$ cat config.mk
export PLATFORM = sky130hd
export DESIGN_NAME = spi_sample_sched_flat
export DESIGN_NICKNAME = d
export VERILOG_FILES = /design/src/rtl/spi_sample_sched_if.sv /design/src/rtl/spi_sample_sched.sv /design/src/flat_wrapper.sv
export SDC_FILE = /design/constraint.sdc
export NUM_CORES = 1
export LEC_CHECK = 0
export CAP_MARGIN = 20
export CORE_ASPECT_RATIO = 2
export CORE_MARGIN = 2
export CORE_UTILIZATION = 55
export DETAILED_ROUTE_END_ITERATION = 7
export HOLD_SLACK_MARGIN = 0.12
export MAX_ROUTING_LAYER = met4
export PLACE_DENSITY_LB_ADDON = 0.3
export SETUP_SLACK_MARGIN = 0.4
export SYNTH_ARGS = -nofsm -noshare
export SYNTH_HDL_FRONTEND = slang
export SYNTH_SLANG_ARGS = --single-unit
$ cat constraint.sdc
create_clock -name clk -period 3.9 [get_ports clk]
set_clock_uncertainty 0.1 [all_clocks]
set_input_delay 0.78 -clock clk [delete_from_list [all_inputs] [get_ports clk]]
set_output_delay 0.78 -clock clk [all_outputs]
set_load 0.005 [all_outputs]
$ cat src/rtl/spi_sample_sched_if.sv
// SPI master request/transfer handshake and sample
// consumer valid/ack handshake for spi_sample_sched.
interface spi_sample_sched_if #(
  parameter int DATA_W = 16
);
  logic              spi_req;
  logic              spi_busy;
  logic              spi_done;
  logic [DATA_W-1:0] spi_rdata;
  logic [DATA_W-1:0] sample;
  logic              sample_valid;
  logic              sample_ack;

  modport master (
    output spi_req,
    output sample,
    output sample_valid,
    input  spi_busy,
    input  spi_done,
    input  spi_rdata,
    input  sample_ack
  );

  modport slave (
    input  spi_req,
    input  sample,
    input  sample_valid,
    output spi_busy,
    output spi_done,
    output spi_rdata,
    output sample_ack
  );
endinterface

$ cat src/rtl/spi_sample_sched.sv
// Periodic temperature sample scheduler: period ticks,
// SPI read sequencing with timeout/retry, sample holding.
module spi_sample_sched #(
  parameter int CNT_W     = 24,
  parameter int PERIOD    = 1000000,
  parameter int TIMEOUT   = 4096,
  parameter int MAX_RETRY = 2,
  parameter int DATA_W    = 16
) (
  input  logic               clk,
  input  logic               rst_n,
  input  logic               enable,
  input  logic               start_now,
  spi_sample_sched_if.master bus,
  output logic               tick,
  output logic               overrun,
  output logic               timeout_err,
  input  logic               clr_err
);

  localparam int TW = (TIMEOUT > 2) ? $clog2(TIMEOUT) : 1;
  localparam logic [CNT_W-1:0] PLAST = CNT_W'(PERIOD - 1);
  localparam logic [TW-1:0]    TLAST = TW'(TIMEOUT - 1);
  localparam logic [2:0]       RMAX  = 3'(MAX_RETRY);

  typedef enum logic [1:0] {
    IDLE,
    REQ,
    XFER,
    BACKOFF
  } state_t;

  state_t            state;
  state_t            state_n;
  logic [CNT_W-1:0]  pcnt;
  logic [TW-1:0]     tcnt;
  logic [TW-1:0]     tcnt_n;
  logic [2:0]        retry;
  logic [2:0]        retry_n;
  logic              trig;
  logic              latch;
  logic              to_set;
  logic              ovr_set;
  logic [DATA_W-1:0] smp;
  logic              vld;

  assign tick    = enable && (pcnt == PLAST);
  assign trig    = enable && (tick || start_now);
  assign ovr_set = latch && vld && !bus.sample_ack;

  assign bus.spi_req      = (state == REQ);
  assign bus.sample       = smp;
  assign bus.sample_valid = vld;

  // period counter, held at zero while disabled
  always_ff @(posedge clk or negedge rst_n) begin
    if (!rst_n) begin
      pcnt <= '0;
    end else if (!enable || tick) begin
      pcnt <= '0;
    end else begin
      pcnt <= pcnt + 1'b1;
    end
  end

  // sequencer state, attempt timer and retry count
  always_ff @(posedge clk or negedge rst_n) begin
    if (!rst_n) begin
      state <= IDLE;
      tcnt  <= '0;
      retry <= '0;
    end else begin
      state <= state_n;
      tcnt  <= tcnt_n;
      retry <= retry_n;
    end
  end

  // next state; a done pulse beats an expiring timer
  always_comb begin
    state_n = state;
    tcnt_n  = tcnt;
    retry_n = retry;
    latch   = 1'b0;
    to_set  = 1'b0;
    unique case (state)
      IDLE: begin
        if (trig) begin
          state_n = REQ;
          tcnt_n  = '0;
          retry_n = '0;
        end
      end
      REQ, XFER: begin
        if (bus.spi_done) begin
          latch   = 1'b1;
          state_n = IDLE;
        end else if (tcnt == TLAST) begin
          if (retry < RMAX) begin
            state_n = BACKOFF;
            retry_n = retry + 3'd1;
          end else begin
            to_set  = 1'b1;
            state_n = IDLE;
          end
        end else begin
          tcnt_n = tcnt + 1'b1;
          if (state == REQ && bus.spi_busy) begin
            state_n = XFER;
          end
        end
      end
      BACKOFF: begin
        tcnt_n  = '0;
        state_n = REQ;
      end
    endcase
  end

  // sample register with valid/ack handshake
  always_ff @(posedge clk or negedge rst_n) begin
    if (!rst_n) begin
      smp <= '0;
      vld <= 1'b0;
    end else if (latch) begin
      smp <= bus.spi_rdata;
      vld <= 1'b1;
    end else if (bus.sample_ack) begin
      vld <= 1'b0;
    end
  end

  // sticky error flags, set beats clear
  always_ff @(posedge clk or negedge rst_n) begin
    if (!rst_n) begin
      overrun     <= 1'b0;
      timeout_err <= 1'b0;
    end else begin
      if (ovr_set) begin
        overrun <= 1'b1;
      end else if (clr_err) begin
        overrun <= 1'b0;
      end
      if (to_set) begin
        timeout_err <= 1'b1;
      end else if (clr_err) begin
        timeout_err <= 1'b0;
      end
    end
  end

endmodule

$ cat src/flat_wrapper.sv
// flat-port wrapper written by rule: the top's interface ports become plain ports
module spi_sample_sched_flat 
#(
  parameter int CNT_W     = 24,
  parameter int PERIOD    = 1000000,
  parameter int TIMEOUT   = 4096,
  parameter int MAX_RETRY = 2,
  parameter int DATA_W    = 16
)
  (clk, rst_n, enable, start_now, tick, overrun, timeout_err, clr_err, bus_spi_req, bus_sample, bus_sample_valid, bus_spi_busy, bus_spi_done, bus_spi_rdata, bus_sample_ack);
  spi_sample_sched_if #(.DATA_W(DATA_W)) bus_i ();
  input  logic clk;
  input  logic rst_n;
  input  logic enable;
  input  logic start_now;
  output logic tick;
  output logic overrun;
  output logic timeout_err;
  input  logic clr_err;
  output wire logic [$bits(bus_i.spi_req)-1:0] bus_spi_req;
  output wire logic [$bits(bus_i.sample)-1:0] bus_sample;
  output wire logic [$bits(bus_i.sample_valid)-1:0] bus_sample_valid;
  input wire logic [$bits(bus_i.spi_busy)-1:0] bus_spi_busy;
  input wire logic [$bits(bus_i.spi_done)-1:0] bus_spi_done;
  input wire logic [$bits(bus_i.spi_rdata)-1:0] bus_spi_rdata;
  input wire logic [$bits(bus_i.sample_ack)-1:0] bus_sample_ack;
  assign bus_spi_req = bus_i.spi_req;
  assign bus_sample = bus_i.sample;
  assign bus_sample_valid = bus_i.sample_valid;
  assign bus_i.spi_busy = bus_spi_busy;
  assign bus_i.spi_done = bus_spi_done;
  assign bus_i.spi_rdata = bus_spi_rdata;
  assign bus_i.sample_ack = bus_sample_ack;
  spi_sample_sched #(.CNT_W(CNT_W), .PERIOD(PERIOD), .TIMEOUT(TIMEOUT), .MAX_RETRY(MAX_RETRY), .DATA_W(DATA_W)) u_core (.clk(clk), .rst_n(rst_n), .enable(enable), .start_now(start_now), .bus(bus_i), .tick(tick), .overrun(overrun), .timeout_err(timeout_err), .clr_err(clr_err));
endmodule
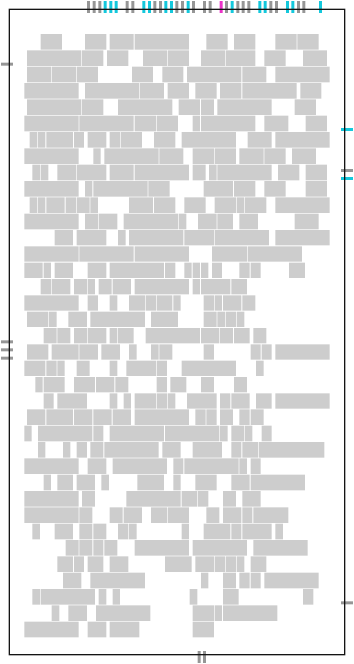
io_placement.png
Drawn at 6 px/um. Pins as bars across the die edge, other pins in gray.
| port | color | pins | direction | edge |
|---|---|---|---|---|
| `bus_sample` | cyan | 16 | output | 14 top, 2 right |
| `timeout_err` | magenta | 1 | output | top |
all pins by edge: 35 top, 4 right, 4 left, 2 bottom
Die W: 55.66 um
chip height: 107.3 um

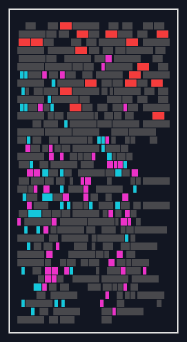
logic_types.png
Drawn at 3 px/um.
| family | color | cells |
|---|---|---|
| NOR gates | cyan | 39 |
| multiplexers | red | 16 |
| NAND gates | magenta | 50 |
Commonest Layout Cell: dfrtp_1
multi-input gate share of total cell area: 37.56%
Finished Layout Cells: 389

[synth_stat cells, types with 2 or more instances]
| library cell | instances | area, um^2 |
|---|---|---|
| nand2_1 | 17 | 63.81 |
| o31a_1 | 2 | 17.52 |
| and2_1 | 4 | 25.02 |
| and4_1 | 7 | 61.31 |
| o31ai_1 | 6 | 45.04 |
| o21ai_1 | 3 | 15.01 |
| or4_1 | 3 | 22.52 |
| xnor2_1 | 2 | 17.52 |
| clkbuf_1 | 11 | 41.29 |
| nand4_1 | 12 | 75.07 |
| nand2b_1 | 3 | 18.77 |
| nor3_1 | 2 | 10.01 |
| a31oi_1 | 3 | 18.77 |
| ha_1 | 5 | 62.56 |
| dfrtp_1 | 60 | 1501 |
| nand3_1 | 17 | 85.08 |
| nor4_1 | 2 | 12.51 |
| a32o_1 | 2 | 20.02 |
| o21ai_0 | 13 | 65.06 |
| a21oi_1 | 5 | 25.02 |
| nor2_1 | 32 | 120.1 |
| xor2_1 | 20 | 175.2 |
| o41ai_2 | 2 | 32.53 |
| inv_1 | 8 | 30.03 |
| a41oi_1 | 2 | 17.52 |
| and3_1 | 7 | 43.79 |
| mux2_2 | 16 | 180.2 |
[through the flow]
stage | utilization [%] | std cells
6_report | 70.59 | 389
5_1_grt | 70.59 | 389
4_1_cts | 70.59 | 389
3_5_place_dp | 66.50 | 374
3_3_place_gp | 66.50 | 374
2_1_floorplan | - | 281
[worst reg2reg max path: stages (launching register included)]
cell and delay (ns):
dfrtp_1 0.42, ha_1 0.25, and2_1 0.20, nand4_1 0.19, o21ai_1 0.75, buf_4 0.32, nor2_1 0.07
[metal layers]
metal | routed length (um) | track usage (%)
met4 | 212 | 14.11
met2 | 3812 | 43.96
met1 | 2425 | 23.97
met5 | 0 | -
met3 | 175 | 4.207
[power by group]
part	internal [mW]	total [mW]	switching (mW)
registers	0.737	0.800	0.0636
logic	0.364	0.670	0.306
clock network	0.344	0.591	0.248
total	1.44	2.06	0.617
[worst max path at each step]
stage | startpoint | endpoint | slack (ns) | depth (start not counted)
floorplan | bus_spi_done | u_core.bus.sample[10]$_DFFE_PN0P_ | 1.80 | 4
global placement | enable | tick | 0.98 | 4
detailed placement | enable | tick | 0.97 | 4
CTS | enable | tick | 0.95 | 4
global route | u_core.pcnt[0]$_DFF_PN0_ | tick | 0.87 | 5
finish | enable | tick | 0.95 | 4
[cell type report]
| type | count | area [um^2] |
|---|---|---|
| fillers | 398 | 1511 |
| flip-flops and latches | 60 | 1501 |
| multi-input cells | 202 | 1363 |
| repair buffers | 46 | 450.4 |
| clock buffers | 12 | 165.2 |
| well taps | 58 | 72.57 |
| clock inverters | 3 | 45.04 |
| inverters | 8 | 30.03 |
[registers in the layout (all words and copies together), names as in the netlist]
name	cells
u_core.retry	3
u_core.overrun	1
u_core.tcnt	12
u_core.pcnt	24
u_core.timeout_err	1
u_core.bus.sample	16
u_core.bus.sample_valid	1
u_core.state	2
==> results.txt <==
Status - completed
Chip area line of the yosys report - 2935 um^2
Final Power - 2.061 mW
Ys flops - 60
Fmax - 0.3394 GHz
Design Area, Final - 3627 um^2
Post-Syn Nets - 310
Yosys Instances - 281
Clock root buffer - clkbuf_8
Via count - 2321
Crit Path Category - input port to output port
HP Class - flip-flop to flip-flop
Final Setup Violations - 0
# IOs - 45
CP most frequent cell - clkdlybuf4s50_1
VDD IR max - 413.4 uV
CTS Buf Count - 9
Worst Tran Pin Value - 0.8821 ns
Slew margin rel. - 40.80%
Adder share - 2.131%
I/O Buffers - 44
Fp util - 57.12%
Post-Route Setup TNS - 0 ns
DRT iter0 DRCs - 93
Detail Route Antenna Nets - 0
Share of layout cells above drive strength 1 - 12.08%
Max-slew violations - 0
Drt drc - 0
Antenna fix cells - 0
Setup slack, reg-to-reg - 1.50 ns
CP max FO - 3
Reg2Reg Depth - 6
CP Launch Type - input port
Clock sinks - 60
CTS tree - built
Global-route wire length before repair - 10.87 mm
Period Utilization, post-route - 75.55%
Dpl cell area - 3417 um^2
Layout area overhead - 23.57%
LEAKAGE - 1.562 nW
Num rows - 37
Mapped Area - 2935 um^2
Core area - 5139 um^2
Setup Buffers After CTS - 0
Initial antenna violation count - 0
Synth Seq Share - 51.15%
Wire per inst - 17.03 um
Critical Path Slowest Stage Cell - clkdlybuf4s50_1
Avg Cell Area, Syn - 10.45 um^2
Min Tclk post-route - 2.946 ns
Synth async-reset ratio - 100.0%
Post-synthesis xor/xnor area fraction - 6.564%
Commonest flop - dfrtp_1
Cell Type Count - 42
Vias/cell - 5.967
CP max stage delay - 0.51 ns
Power figures rest on the tool's default switching activity, not on a simulated workload.
